**config.mk**
```make
export PLATFORM = sky130hd
export DESIGN_NAME = vol_agc_scheduler
export DESIGN_NICKNAME = d
export VERILOG_FILES = /design/src/rtl/vol_agc_scheduler.sv
export SDC_FILE = /design/constraint.sdc
export NUM_CORES = 1
export LEC_CHECK = 0
export CAP_MARGIN = 10
export CORE_ASPECT_RATIO = 2
export CORE_MARGIN = 2
export CORE_UTILIZATION = 45
export DETAILED_ROUTE_END_ITERATION = 8
export GPL_ROUTABILITY_DRIVEN = 0
export PLACE_DENSITY_LB_ADDON = 0.2
export SYNTH_ARGS = -nofsm -noshare
export SYNTH_HDL_FRONTEND = slang
export SYNTH_SLANG_ARGS = --single-unit
```
**constraint.sdc**
```tcl
create_clock -name clk -period 4.4 [get_ports clk]
set_clock_uncertainty 0.15 [all_clocks]
set_input_delay 0.88 -clock clk [delete_from_list [all_inputs] [get_ports clk]]
set_output_delay 0.88 -clock clk [all_outputs]
set_load 0.01 [all_outputs]
```
**src/rtl/vol_agc_scheduler.sv**
```systemverilog
// vol_agc_scheduler
//   Counts clipped audio samples over a fixed 2^WIN_LOG2 window of valid
//   samples. At each window end it converts the count to a saturated
//   fixed-point clips-per-unit value and publishes it as cpc.
//
// Ports
//   clk          clock
//   rst_n        synchronous active-low reset
//   agc_en       enable measurement/publication; low aborts and clears
//   hold         freeze published cpc (measurement continues)
//   sample_valid sample qualifier, at most one sample per cycle
//   sample       signed audio sample, VOL_BITS wide
//   cpc          published clips-per-unit, Q(CPC_BITS-NUM_DECIMAL).NUM_DECIMAL
//   cpc_en       cpc valid (after the first complete window)
//   cpc_update   one-cycle pulse when a new window value is published
module vol_agc_scheduler #(
    parameter int VOL_BITS    = 23,
    parameter int CPC_BITS    = 15,
    parameter int NUM_DECIMAL = 8,
    parameter int WIN_LOG2    = 10,
    parameter int UNIT_LOG2   = 8,
    parameter int CLIP_THRESH = 4063232
) (
    input  logic                       clk,
    input  logic                       rst_n,
    input  logic                       agc_en,
    input  logic                       hold,
    input  logic                       sample_valid,
    input  logic signed [VOL_BITS-1:0] sample,
    output logic        [CPC_BITS-1:0] cpc,
    output logic                       cpc_en,
    output logic                       cpc_update
);

    localparam int SHIFT = NUM_DECIMAL + UNIT_LOG2 - WIN_LOG2;
    localparam int CNT_W = WIN_LOG2 + 1;
    // Raw width always exceeds CPC_BITS so the saturation compare is meaningful.
    localparam int RAW_W = (CNT_W + SHIFT > CPC_BITS) ? CNT_W + SHIFT : CPC_BITS + 1;

    localparam logic signed [VOL_BITS-1:0] THR_POS = VOL_BITS'(CLIP_THRESH);
    localparam logic signed [VOL_BITS-1:0] THR_NEG = VOL_BITS'(-CLIP_THRESH);
    localparam logic [RAW_W-1:0] CPC_MAX = {{(RAW_W-CPC_BITS){1'b0}}, {CPC_BITS{1'b1}}};

    typedef enum logic [1:0] {
        S_IDLE  = 2'd0,
        S_FIRST = 2'd1,
        S_RUN   = 2'd2
    } state_t;

    state_t                state_q, state_d;
    logic [WIN_LOG2-1:0]   win_cnt_q, win_cnt_d;
    logic [CNT_W-1:0]      clip_cnt_q, clip_cnt_d;
    logic [CPC_BITS-1:0]   cpc_q, cpc_d;
    logic                  cpc_en_q, cpc_en_d;
    logic                  cpc_update_q, cpc_update_d;

    logic                  clip;
    logic                  win_end;
    logic [CNT_W-1:0]      final_count;
    logic [RAW_W-1:0]      cpc_raw;
    logic [CPC_BITS-1:0]   cpc_sat;

    // Signed compare: the most-negative code falls below THR_NEG and counts.
    assign clip        = sample_valid && ((sample >= THR_POS) || (sample <= THR_NEG));
    assign win_end     = sample_valid && (win_cnt_q == '1);
    // The completing sample is included in the window total.
    assign final_count = clip_cnt_q + CNT_W'(clip);
    assign cpc_raw     = RAW_W'(final_count) << SHIFT;
    assign cpc_sat     = (cpc_raw > CPC_MAX) ? '1 : cpc_raw[CPC_BITS-1:0];

    always_comb begin
        state_d      = state_q;
        win_cnt_d    = win_cnt_q;
        clip_cnt_d   = clip_cnt_q;
        cpc_d        = cpc_q;
        cpc_en_d     = cpc_en_q;
        cpc_update_d = 1'b0;

        if (!agc_en) begin
            // Disable dominates a coincident window end: no publication.
            state_d    = S_IDLE;
            win_cnt_d  = '0;
            clip_cnt_d = '0;
            cpc_d      = '0;
            cpc_en_d   = 1'b0;
        end else begin
            unique case (state_q)
                S_IDLE: begin
                    // Sample in the enabling cycle is ignored.
                    state_d = S_FIRST;
                end
                S_FIRST, S_RUN: begin
                    if (sample_valid) begin
                        win_cnt_d = win_cnt_q + WIN_LOG2'(1);
                        if (win_end) begin
                            clip_cnt_d = '0;
                            state_d    = S_RUN;
                            cpc_en_d   = 1'b1;
                            if (!hold) begin
                                cpc_d        = cpc_sat;
                                cpc_update_d = 1'b1;
                            end
                        end else begin
                            clip_cnt_d = final_count;
                        end
                    end
                end
                default: begin
                    state_d = S_IDLE;
                end
            endcase
        end
    end

    always_ff @(posedge clk) begin
        if (!rst_n) begin
            state_q      <= S_IDLE;
            win_cnt_q    <= '0;
            clip_cnt_q   <= '0;
            cpc_q        <= '0;
            cpc_en_q     <= 1'b0;
            cpc_update_q <= 1'b0;
        end else begin
            state_q      <= state_d;
            win_cnt_q    <= win_cnt_d;
            clip_cnt_q   <= clip_cnt_d;
            cpc_q        <= cpc_d;
            cpc_en_q     <= cpc_en_d;
            cpc_update_q <= cpc_update_d;
        end
    end

    assign cpc        = cpc_q;
    assign cpc_en     = cpc_en_q;
    assign cpc_update = cpc_update_q;

endmodule

```
### Cell outlines without signal wires

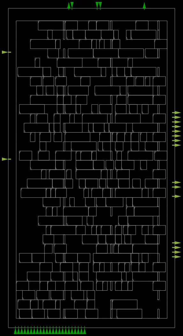
Filler cells: 385
Final Instance Count excl. Fillers: 294
Layout Utilization: 60.5%

### Wire density map

Scale: 6 px per micron. 10 x 19 tiles, from dark purple (low) to yellow (high), scaled to the fullest tile. Values are wire area over tile area, all layers added.
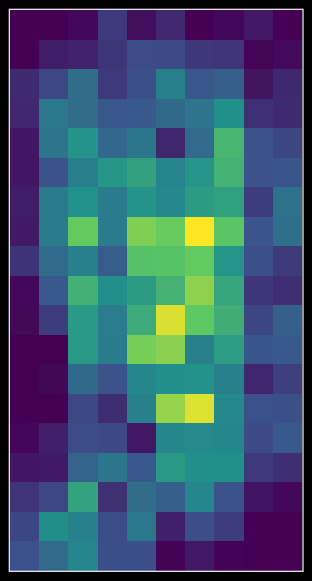
mean over tiles: 0.14
densest ninth of the die: middle
nearly empty tiles: 10%
fullest tile: 0.45
tiles over half the peak: 20%
WL final: 4.13 mm
DR vias: 1652
Routed WL per cell: 14.0 microns
GRT Total Usage: 20.2%

### Drive-strength map

Scale: 4 px per micron.
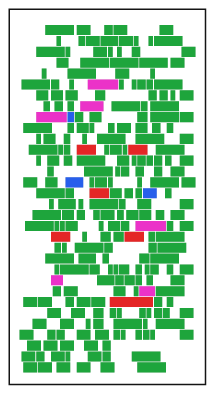
| size | colour | cells | share |
|---|---|---|---|
| drive 3 to 4 | magenta | 6 | 2.5% |
| drive 6 and up | red | 6 | 2.5% |
| drive 2 | blue | 3 | 1.2% |
| drive 1 or less | green | 228 | 94% |
final instance area: 2320 sq um
Non-clk bufs: 44

### PDN straps and rails

Scale: 6 px per micron. Pins as bars on the die edge.
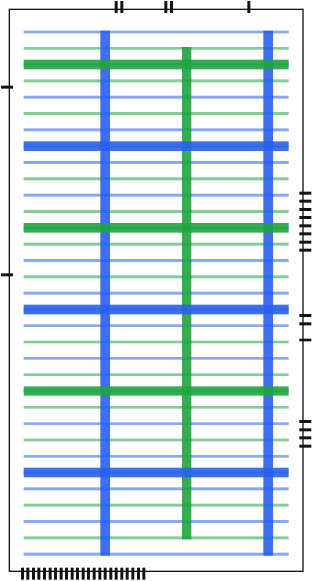
| net | colour |
|---|---|
| VSS | blue |
| VDD | green |
signal pins: 45
rows: 32
Core ar.: 3840 sq um
Die Span Y: 93.4 microns

==> job_summary.md <==
### Metrics collected by this job

| Metric | Value |
|---|---|
| Detail Placement HPWL | 3.30 mm |
| Yosys Instances | 206 |
| Most frequent logic cell in the layout | clkdlybuf4s50_1 |
| Initial antenna violation count | 0 |
| Number of synthesized register bits | 35 |
| Max_slew headroom | between 30 and 40% |
| Synthesized net count | 238 |
| Boundary pin count | 45 |
| Maximum vdd drop | 0.265 mV |
| Critical path fanouts, max | 10 |
| Seq share, synth | 38.9% |
| Worst R2R Setup Slack | between 2000 and 2500 ps |
| Tally of OpenROAD warnings | 26 |
| TNS Setup | 0 ps |
| Arrival time worst endpoint | 3530 ps |
| Largest net degree at the start of global routing | 24 |
| Post-Place Cells | 286 |
| Int Power | a little over 0.0005 W |
| Top-area cell share | 38.9% |
| Clk slew on worst S/H paths | 70 ps |
| Reg-to-reg endpoint | cpc[5] |
| Vias per inst | 5.62 |
| Global-route wire length before repair | 7.12 mm |
| Die width | 48.7 microns |
| Most frequent cell after synthesis | dfxtp_1 |
| Part of the power in registers | 49.2% |
| Status | complete, no violations |
| RSZ-0062 raised after global routing | no |
| Fmax | 282 MHz |
| Period utilization | 80.6% |
| Top cells by count | 35 x dfxtp_1, 19 x nor2_1, 17 x nand2_1 |
| Top cells excl fill/tap | 44 x clkdlybuf4s50_1, 35 x dfxtp_1, 19 x nor2_1 |
| Syn Std Cell Area | around 1800 sq um |
| Tightest Hold Check Type | register to register |
| Setup Viol. Count Final | 0 |
| Vias in the first global route | 1620 |
| Worst slew pin tran | between 900 and 1000 ps |
| Die area | 4550 sq um |
| GR Overflow Total | 0 |
| Antenna Cells | 0 |
| Final Hold Viols | 0 |
==> power by group through the flow <==
| stage | logic [W] | clock network, W | registers [W] |
|---|---|---|---|
| floorplan | 0.0000136 | 0 | 0.000325 |
| global placement | 0.0000419 | 0 | 0.000325 |
| detailed placement | 0.0000423 | 0 | 0.000325 |
| CTS | 0.0000425 | 0.000291 | 0.000318 |
| global route | 0.0000459 | 0.000306 | 0.000318 |
| finish | 0.0000418 | 0.000286 | 0.000318 |
==> per-layer routing <==
metal | wire [microns] | GRT usage (%)
met1 | 1420 | 18.0
met2 | 2510 | 42.0
met3 | 110 | 3.35
met4 | 88 | 8.57
met5 | 0 | 0
==> kinds of logic (layout without fill, tap and decap cells) <==
family                   after synthesis  after routing  synth area share, %
AND/OR/NAND/NOR                       82             82                 26.4
AND-OR/OR-AND                         49             49                 18.4
flip-flops                            35             35                 38.9
buffers and inverters                 22             59                 6.54
XOR/XNOR                              13             13                 6.33
adder cells (fa/ha/maj)                4              4                 2.78
multiplexers                           1              1                0.556
==> state kept, by name, indices dropped and copies added (netlist names) <==
signal	count
cpc_en	1
win_cnt_q	10
cpc_update	1
cpc	10
state_q	2
clip_cnt_q	11
==> layout make-up <==
| class | count | area [sq um] |
|---|---|---|
| Clock buffer | 5 | 68.8 |
| Tap cell | 51 | 63.8 |
| Fill cell | 385 | 1520 |
| Timing Repair Buffer | 44 | 440 |
| Clock inverter | 3 | 43.8 |
| Sequential cell | 35 | 701 |
| Inverter | 7 | 26.3 |
| Multi-Input combinational cell | 149 | 981 |
==> per-stage QoR <==
step / total power, W / setup WS (ps) / area [sq um] / hold slack [ps]
finish: 0.000645 / 852 / 2320 / 318
global route: 0.000670 / 543 / 2320 / 340
CTS: 0.000651 / 809 / 2320 / 329
detailed placement: 0.000367 / 527 / 2210 / 311
global placement: 0.000367 / 615 / 2210 / 302
floorplan: 0.000339 / 1320 / 1800 / 299
==> how the worst min path moves through the flow <==
stage / slack [ps] / cells past startpoint / startpoint / endpoint
after floorplan: 300 / 2 / win_cnt_q[1] / win_cnt_q[1]
after global placement: 300 / 2 / cpc_en / cpc_en
after detailed placement: 310 / 2 / cpc_en / cpc_en
after CTS: 330 / 2 / cpc_en / cpc_en
after global routing: 340 / 2 / cpc_en / cpc_en
final: 320 / 2 / cpc_en / cpc_en
==> critical path, cell delays in order <==
cell             delay (ps)
clkdlybuf4s50_1         400
nor4_1                  300
nand4_1                 130
nor4_1                  200
o311a_1                 190
ha_1                    200
ha_1                    270
nand4_1                 230
xnor2_1                 220
o31ai_4                 390
a31oi_1                 140
No activity file was given, so power comes from the tool's default toggle rates.
